**Clock distribution**

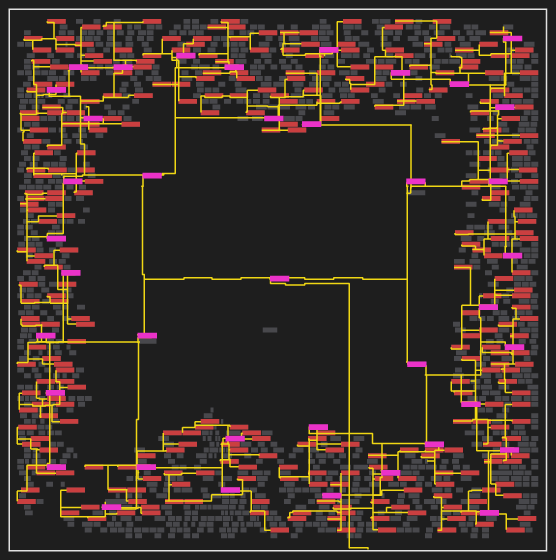
**Placement by cell class**

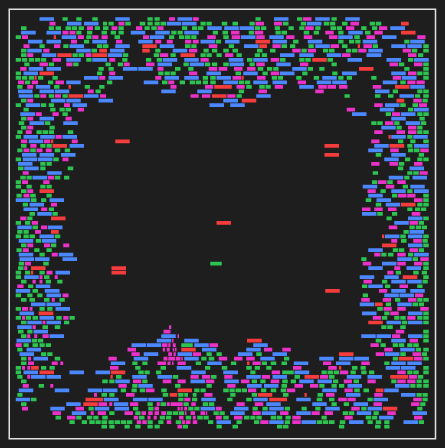
**Floorplan with the power grid**

Scale bar: 100 um. Pins as bars on the die edge.
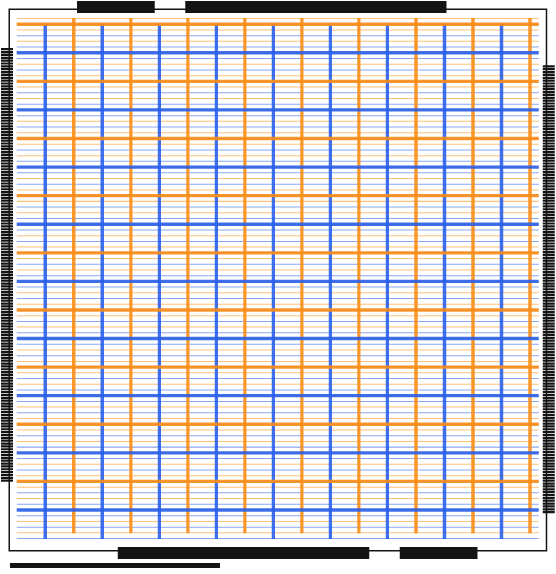
**Signal wires by layer**

Scale bar: 100 um.
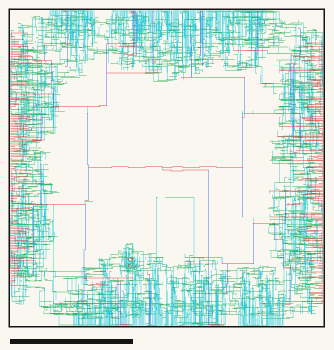
### src/rtl/cpu_pkg.sv
// rtl/cpu_pkg.sv - shared control-word fields, opcodes and stage FSM state
package cpu_pkg;

    localparam int CTRL_W = 20;

    // Control word bit positions
    localparam int CTRL_LOAD    = 18;
    localparam int CTRL_WRE     = 17;
    localparam int CTRL_VWRE    = 16;
    localparam int CTRL_WME_A   = 15;
    localparam int CTRL_WME_B   = 14;
    localparam int CTRL_WB_LO   = 12;
    localparam int CTRL_VWB_LO  = 10;
    localparam int CTRL_ALU_LO  = 5;
    localparam int CTRL_VOP_LO  = 0;
    localparam int OP_W         = 5;

    // Opcodes carried in aluOp / aluVectorOp
    localparam logic [OP_W-1:0] OP_ADD1       = 5'b00001;
    localparam logic [OP_W-1:0] OP_LDR        = 5'b00010;
    localparam logic [OP_W-1:0] OP_VLDR       = 5'b10010;
    localparam logic [OP_W-1:0] OP_ADDROUNDKEY = 5'b10011;
    localparam logic [OP_W-1:0] OP_SHIFTROWS  = 5'b10100;

    typedef enum logic {
        RUN   = 1'b0,
        STALL = 1'b1
    } state_t;

endpackage

### src/rtl/decode_execute_stage_if.sv
// rtl/decode_execute_stage_if.sv - decode-to-execute boundary bus
interface decode_execute_stage_if #(
    parameter int DATA_W      = 16,
    parameter int VDATA_W     = 128,
    parameter int REG_ADDR_W  = 4,
    parameter int VREG_ADDR_W = 3
);
    import cpu_pkg::*;

    logic                   valid_d;
    logic [CTRL_W-1:0]      control_signals_d;
    logic [REG_ADDR_W-1:0]  rd_d, rs1_d, rs2_d;
    logic                   use_rs1_d, use_rs2_d;
    logic [VREG_ADDR_W-1:0] vrd_d, vrs1_d, vrs2_d;
    logic                   use_vrs1_d, use_vrs2_d;
    logic [DATA_W-1:0]      rs1_data_d, rs2_data_d;
    logic [VDATA_W-1:0]     vrs1_data_d, vrs2_data_d;
    logic                   flush_e;

    logic                   stall_d;
    logic                   valid_e;
    logic [CTRL_W-1:0]      control_signals_e;
    logic [REG_ADDR_W-1:0]  rd_e;
    logic [VREG_ADDR_W-1:0] vrd_e;
    logic [DATA_W-1:0]      rs1_data_e, rs2_data_e;
    logic [VDATA_W-1:0]     vrs1_data_e, vrs2_data_e;

    // Pipeline stage side
    modport slave (
        input  valid_d, control_signals_d, rd_d, rs1_d, rs2_d, use_rs1_d, use_rs2_d,
               vrd_d, vrs1_d, vrs2_d, use_vrs1_d, use_vrs2_d,
               rs1_data_d, rs2_data_d, vrs1_data_d, vrs2_data_d, flush_e,
        output stall_d, valid_e, control_signals_e, rd_e, vrd_e,
               rs1_data_e, rs2_data_e, vrs1_data_e, vrs2_data_e
    );

    // Decode / execute environment side
    modport master (
        output valid_d, control_signals_d, rd_d, rs1_d, rs2_d, use_rs1_d, use_rs2_d,
               vrd_d, vrs1_d, vrs2_d, use_vrs1_d, use_vrs2_d,
               rs1_data_d, rs2_data_d, vrs1_data_d, vrs2_data_d, flush_e,
        input  stall_d, valid_e, control_signals_e, rd_e, vrd_e,
               rs1_data_e, rs2_data_e, vrs1_data_e, vrs2_data_e
    );

endinterface

### src/rtl/decode_execute_stage_hazard_detect.sv
// rtl/decode_execute_stage_hazard_detect.sv - load-use hazard detection against EX
module hazard_detect
    import cpu_pkg::*;
#(
    parameter int REG_ADDR_W  = 4,
    parameter int VREG_ADDR_W = 3
) (
    input  logic                   valid_e,
    input  logic                   load_e,
    input  logic                   wre_e,
    input  logic                   vwre_e,
    input  logic [OP_W-1:0]        vop_e,
    input  logic [REG_ADDR_W-1:0]  rd_e,
    input  logic [VREG_ADDR_W-1:0] vrd_e,
    input  logic                   valid_d,
    input  logic [REG_ADDR_W-1:0]  rs1_d,
    input  logic [REG_ADDR_W-1:0]  rs2_d,
    input  logic                   use_rs1_d,
    input  logic                   use_rs2_d,
    input  logic [VREG_ADDR_W-1:0] vrs1_d,
    input  logic [VREG_ADDR_W-1:0] vrs2_d,
    input  logic                   use_vrs1_d,
    input  logic                   use_vrs2_d,
    output logic                   h_s,
    output logic                   h_v
);

    logic s_match;
    logic v_match;

    assign s_match = (use_rs1_d & (rs1_d == rd_e)) | (use_rs2_d & (rs2_d == rd_e));
    assign v_match = (use_vrs1_d & (vrs1_d == vrd_e)) | (use_vrs2_d & (vrs2_d == vrd_e));

    // Only a vector load stalls; vector ALU results reach decode by forwarding
    assign h_s = valid_e & load_e & wre_e & valid_d & s_match;
    assign h_v = valid_e & vwre_e & (vop_e == OP_VLDR) & valid_d & v_match;

endmodule

### src/rtl/decode_execute_stage.sv
// rtl/decode_execute_stage.sv - D/EX pipeline registers with load-use stall FSM
module decode_execute_stage
    import cpu_pkg::*;
#(
    parameter int DATA_W      = 16,
    parameter int VDATA_W     = 128,
    parameter int REG_ADDR_W  = 4,
    parameter int VREG_ADDR_W = 3,
    parameter int VLOAD_STALL = 2
) (
    input  logic                  clk,
    input  logic                  rst,
    decode_execute_stage_if.slave bus
);

    state_t       state, state_n;
    logic [2:0]   cnt, cnt_n;
    logic         h_s, h_v;
    logic         stall;
    logic         bubble;

    hazard_detect #(
        .REG_ADDR_W  (REG_ADDR_W),
        .VREG_ADDR_W (VREG_ADDR_W)
    ) u_hazard (
        .valid_e    (bus.valid_e),
        .load_e     (bus.control_signals_e[CTRL_LOAD]),
        .wre_e      (bus.control_signals_e[CTRL_WRE]),
        .vwre_e     (bus.control_signals_e[CTRL_VWRE]),
        .vop_e      (bus.control_signals_e[CTRL_VOP_LO +: OP_W]),
        .rd_e       (bus.rd_e),
        .vrd_e      (bus.vrd_e),
        .valid_d    (bus.valid_d),
        .rs1_d      (bus.rs1_d),
        .rs2_d      (bus.rs2_d),
        .use_rs1_d  (bus.use_rs1_d),
        .use_rs2_d  (bus.use_rs2_d),
        .vrs1_d     (bus.vrs1_d),
        .vrs2_d     (bus.vrs2_d),
        .use_vrs1_d (bus.use_vrs1_d),
        .use_vrs2_d (bus.use_vrs2_d),
        .h_s        (h_s),
        .h_v        (h_v)
    );

    // State register and bubble counter
    always_ff @(posedge clk or posedge rst) begin
        if (rst) begin
            state <= RUN;
            cnt   <= 3'd0;
        end else begin
            state <= state_n;
            cnt   <= cnt_n;
        end
    end

    // Next state: a vector load-use enters STALL for the remaining bubbles
    always_comb begin
        state_n = state;
        cnt_n   = cnt;
        if (bus.flush_e) begin
            state_n = RUN;
            cnt_n   = 3'd0;
        end else if (state == RUN) begin
            if (h_v && (VLOAD_STALL > 1)) begin
                state_n = STALL;
                cnt_n   = 3'(VLOAD_STALL - 1);
            end
        end else begin
            if (cnt == 3'd1) begin
                state_n = RUN;
                cnt_n   = 3'd0;
            end else begin
                cnt_n = cnt - 3'd1;
            end
        end
    end

    // Outputs: flush wins and releases decode so fetch can redirect
    always_comb begin
        stall  = 1'b0;
        bubble = 1'b0;
        if (bus.flush_e) begin
            bubble = 1'b1;
        end else begin
            stall  = (state == STALL) | h_s | h_v;
            bubble = stall | ~bus.valid_d;
        end
        if (rst) begin
            stall = 1'b0;
        end
    end

    assign bus.stall_d = stall;

    // EX registers; a bubble clears valid/control and keeps operands
    always_ff @(posedge clk or posedge rst) begin
        if (rst) begin
            bus.valid_e           <= 1'b0;
            bus.control_signals_e <= '0;
            bus.rd_e              <= '0;
            bus.vrd_e             <= '0;
            bus.rs1_data_e        <= '0;
            bus.rs2_data_e        <= '0;
            bus.vrs1_data_e       <= '0;
            bus.vrs2_data_e       <= '0;
        end else if (bubble) begin
            bus.valid_e           <= 1'b0;
            bus.control_signals_e <= '0;
        end else begin
            bus.valid_e           <= 1'b1;
            bus.control_signals_e <= bus.control_signals_d;
            bus.rd_e              <= bus.rd_d;
            bus.vrd_e             <= bus.vrd_d;
            bus.rs1_data_e        <= bus.rs1_data_d;
            bus.rs2_data_e        <= bus.rs2_data_d;
            bus.vrs1_data_e       <= bus.vrs1_data_d;
            bus.vrs2_data_e       <= bus.vrs2_data_d;
        end
    end

endmodule

### src/flat_wrapper.sv
// flat-port wrapper written by rule: the top's interface ports become plain ports
module decode_execute_stage_flat import cpu_pkg::*;
#(
    parameter int DATA_W      = 16,
    parameter int VDATA_W     = 128,
    parameter int REG_ADDR_W  = 4,
    parameter int VREG_ADDR_W = 3,
    parameter int VLOAD_STALL = 2
)
  (clk, rst, bus_valid_d, bus_control_signals_d, bus_rd_d, bus_rs1_d, bus_rs2_d, bus_use_rs1_d, bus_use_rs2_d, bus_vrd_d, bus_vrs1_d, bus_vrs2_d, bus_use_vrs1_d, bus_use_vrs2_d, bus_rs1_data_d, bus_rs2_data_d, bus_vrs1_data_d, bus_vrs2_data_d, bus_flush_e, bus_stall_d, bus_valid_e, bus_control_signals_e, bus_rd_e, bus_vrd_e, bus_rs1_data_e, bus_rs2_data_e, bus_vrs1_data_e, bus_vrs2_data_e);
  decode_execute_stage_if #(.DATA_W(DATA_W), .VDATA_W(VDATA_W), .REG_ADDR_W(REG_ADDR_W), .VREG_ADDR_W(VREG_ADDR_W)) bus_i ();
  input  logic clk;
  input  logic rst;
  input wire logic [$bits(bus_i.valid_d)-1:0] bus_valid_d;
  input wire logic [$bits(bus_i.control_signals_d)-1:0] bus_control_signals_d;
  input wire logic [$bits(bus_i.rd_d)-1:0] bus_rd_d;
  input wire logic [$bits(bus_i.rs1_d)-1:0] bus_rs1_d;
  input wire logic [$bits(bus_i.rs2_d)-1:0] bus_rs2_d;
  input wire logic [$bits(bus_i.use_rs1_d)-1:0] bus_use_rs1_d;
  input wire logic [$bits(bus_i.use_rs2_d)-1:0] bus_use_rs2_d;
  input wire logic [$bits(bus_i.vrd_d)-1:0] bus_vrd_d;
  input wire logic [$bits(bus_i.vrs1_d)-1:0] bus_vrs1_d;
  input wire logic [$bits(bus_i.vrs2_d)-1:0] bus_vrs2_d;
  input wire logic [$bits(bus_i.use_vrs1_d)-1:0] bus_use_vrs1_d;
  input wire logic [$bits(bus_i.use_vrs2_d)-1:0] bus_use_vrs2_d;
  input wire logic [$bits(bus_i.rs1_data_d)-1:0] bus_rs1_data_d;
  input wire logic [$bits(bus_i.rs2_data_d)-1:0] bus_rs2_data_d;
  input wire logic [$bits(bus_i.vrs1_data_d)-1:0] bus_vrs1_data_d;
  input wire logic [$bits(bus_i.vrs2_data_d)-1:0] bus_vrs2_data_d;
  input wire logic [$bits(bus_i.flush_e)-1:0] bus_flush_e;
  output wire logic [$bits(bus_i.stall_d)-1:0] bus_stall_d;
  output wire logic [$bits(bus_i.valid_e)-1:0] bus_valid_e;
  output wire logic [$bits(bus_i.control_signals_e)-1:0] bus_control_signals_e;
  output wire logic [$bits(bus_i.rd_e)-1:0] bus_rd_e;
  output wire logic [$bits(bus_i.vrd_e)-1:0] bus_vrd_e;
  output wire logic [$bits(bus_i.rs1_data_e)-1:0] bus_rs1_data_e;
  output wire logic [$bits(bus_i.rs2_data_e)-1:0] bus_rs2_data_e;
  output wire logic [$bits(bus_i.vrs1_data_e)-1:0] bus_vrs1_data_e;
  output wire logic [$bits(bus_i.vrs2_data_e)-1:0] bus_vrs2_data_e;
  assign bus_i.valid_d = bus_valid_d;
  assign bus_i.control_signals_d = bus_control_signals_d;
  assign bus_i.rd_d = bus_rd_d;
  assign bus_i.rs1_d = bus_rs1_d;
  assign bus_i.rs2_d = bus_rs2_d;
  assign bus_i.use_rs1_d = bus_use_rs1_d;
  assign bus_i.use_rs2_d = bus_use_rs2_d;
  assign bus_i.vrd_d = bus_vrd_d;
  assign bus_i.vrs1_d = bus_vrs1_d;
  assign bus_i.vrs2_d = bus_vrs2_d;
  assign bus_i.use_vrs1_d = bus_use_vrs1_d;
  assign bus_i.use_vrs2_d = bus_use_vrs2_d;
  assign bus_i.rs1_data_d = bus_rs1_data_d;
  assign bus_i.rs2_data_d = bus_rs2_data_d;
  assign bus_i.vrs1_data_d = bus_vrs1_data_d;
  assign bus_i.vrs2_data_d = bus_vrs2_data_d;
  assign bus_i.flush_e = bus_flush_e;
  assign bus_stall_d = bus_i.stall_d;
  assign bus_valid_e = bus_i.valid_e;
  assign bus_control_signals_e = bus_i.control_signals_e;
  assign bus_rd_e = bus_i.rd_e;
  assign bus_vrd_e = bus_i.vrd_e;
  assign bus_rs1_data_e = bus_i.rs1_data_e;
  assign bus_rs2_data_e = bus_i.rs2_data_e;
  assign bus_vrs1_data_e = bus_i.vrs1_data_e;
  assign bus_vrs2_data_e = bus_i.vrs2_data_e;
  decode_execute_stage #(.DATA_W(DATA_W), .VDATA_W(VDATA_W), .REG_ADDR_W(REG_ADDR_W), .VREG_ADDR_W(VREG_ADDR_W), .VLOAD_STALL(VLOAD_STALL)) u_core (.clk(clk), .rst(rst), .bus(bus_i));
endmodule
### config.mk
export PLATFORM = sky130hd
export DESIGN_NAME = decode_execute_stage_flat
export DESIGN_NICKNAME = d
export VERILOG_FILES = /design/src/rtl/cpu_pkg.sv /design/src/rtl/decode_execute_stage_if.sv /design/src/rtl/decode_execute_stage_hazard_detect.sv /design/src/rtl/decode_execute_stage.sv /design/src/flat_wrapper.sv
export SDC_FILE = /design/constraint.sdc
export NUM_CORES = 1
export LEC_CHECK = 0
export CAP_MARGIN = 10
export CORE_AREA = 3 3 252 254
export DETAILED_ROUTE_END_ITERATION = 12
export DIE_AREA = 0 0 255 257
export SYNTH_ARGS = -nofsm -noshare
export SYNTH_HDL_FRONTEND = slang
export SYNTH_SLANG_ARGS = --single-unit
### constraint.sdc
create_clock -name clk -period 12.1 [get_ports clk]
set_input_delay 1.21 -clock clk [delete_from_list [all_inputs] [get_ports clk]]
set_output_delay 1.21 -clock clk [all_outputs]
set_load 0.02 [all_outputs]
==> flow_summary.yaml <==
# synthesis and place-and-route metrics
outcome:
  status: "complete, no violations"
sta:
  period_used_pct: 36.5
  setup_ws_ns: 7.68
  fmax_mhz: 226
  rsz0062_at_grt: "false"
  hold_viol: 0
  whs_ns: 0.490
  worstMarginPinSlew_ns: 1.15
  skew_ns: 0.0117
drt:
  drt-total-wl_mm: 39.0
  drt-met1-wl_mm: 14.4
  wl_met3_mm: 3.57
  dr.max_layer_used: "met4"
  wl_met2_mm: 19.7
  wl_per_cell_um: 17.7
  ant_nets: 0
global_routing:
  overflow: 0
  grt_pass1_wl_mm: 58.4
  grt_max_degree: 155
setup_path:
  crit_buf_inv: 2
  rrSetupSlack_ns: 8.82
  required_ns: 10.89
  r2r-start: "u_core.bus.control_signals_e[2]"
  crit_path_cell_trace: "clkdlybuf4s50_1 > and4_1 > nand4_1 > o22ai_1 > nor3_1 > nor3_1 > clkdlybuf4s50_1"
  start_kind: "input port"
  cp_slowest_cell: "clkdlybuf4s50_1"
placement:
  portBuffers: 653
final_layout:
  seq_share_pct: 37.2
  diodes: 0
  final_area_mm2: 0.0215
  seq_cells: 320
  final_util_pct: 35.0
  n_fill_cell: 5903
  clock_area_share_pct: 6.23
  reg_top3: "u_core.bus.vrs1_data_e (128), u_core.bus.vrs2_data_e (128), u_core.bus.control_signals_e (20)"
synth:
  post-synth-top-count-cell: "dfrtp_1"
  synth-edff-count: 0
  synthCells: 724
  synth.distinct_cells: 32
  ys_sh_adder_pct: 0.191
  aoi_share_pct: 0.486
clock_tree:
  cts-htree-levels: 2
  clockBufferDepth: 3
floorplan:
  rows: 91
  coreArea_mm2: 0.0615
  ios: 654
  fp_util_pct: 21.4
  chip_area_mm2: 0.0655
power:
  power_frac_seq_pct: 38.1
  seq-power_uw: 1310
  power.group.top: "sequential cells"
  pwr-share-comb_pct: 26.5
  p_sw_share_pct: 27.0
flow_run:
  tool_warnings: 35
  cap_violations: 0
min_path:
  worstHoldPathType: "flip-flop to flip-flop"
## Picture notes: 'clock distribution'
- magenta: cells driving clock nets (count 39)
- red: flip-flops (count 320)
- yellow: clock wires (length 4970 um)
- flops lie: all over the die
- routed clock nets: 40

## Picture notes: 'placement by cell class'
- blue: flip-flops (cells 320)
- red: clock drivers and dummy loads (cells 68)
- magenta: all other logic (cells 365)
- green: other buffers and delay cells (cells 659)

## Picture notes: 'floorplan with the power grid'
- blue: VSS
- orange: VDD
- signal pins: 654
- met1 rails: 92
- met5 straps: 18

## Picture notes: 'signal wires by layer'
- cyan: met2 (wire length 19700 um)
- blue: met4 (wire length 1400 um)
- red: met3 (wire length 3570 um)
- green: met1 (wire length 14400 um)

Power and IR drop assume default switching activity.
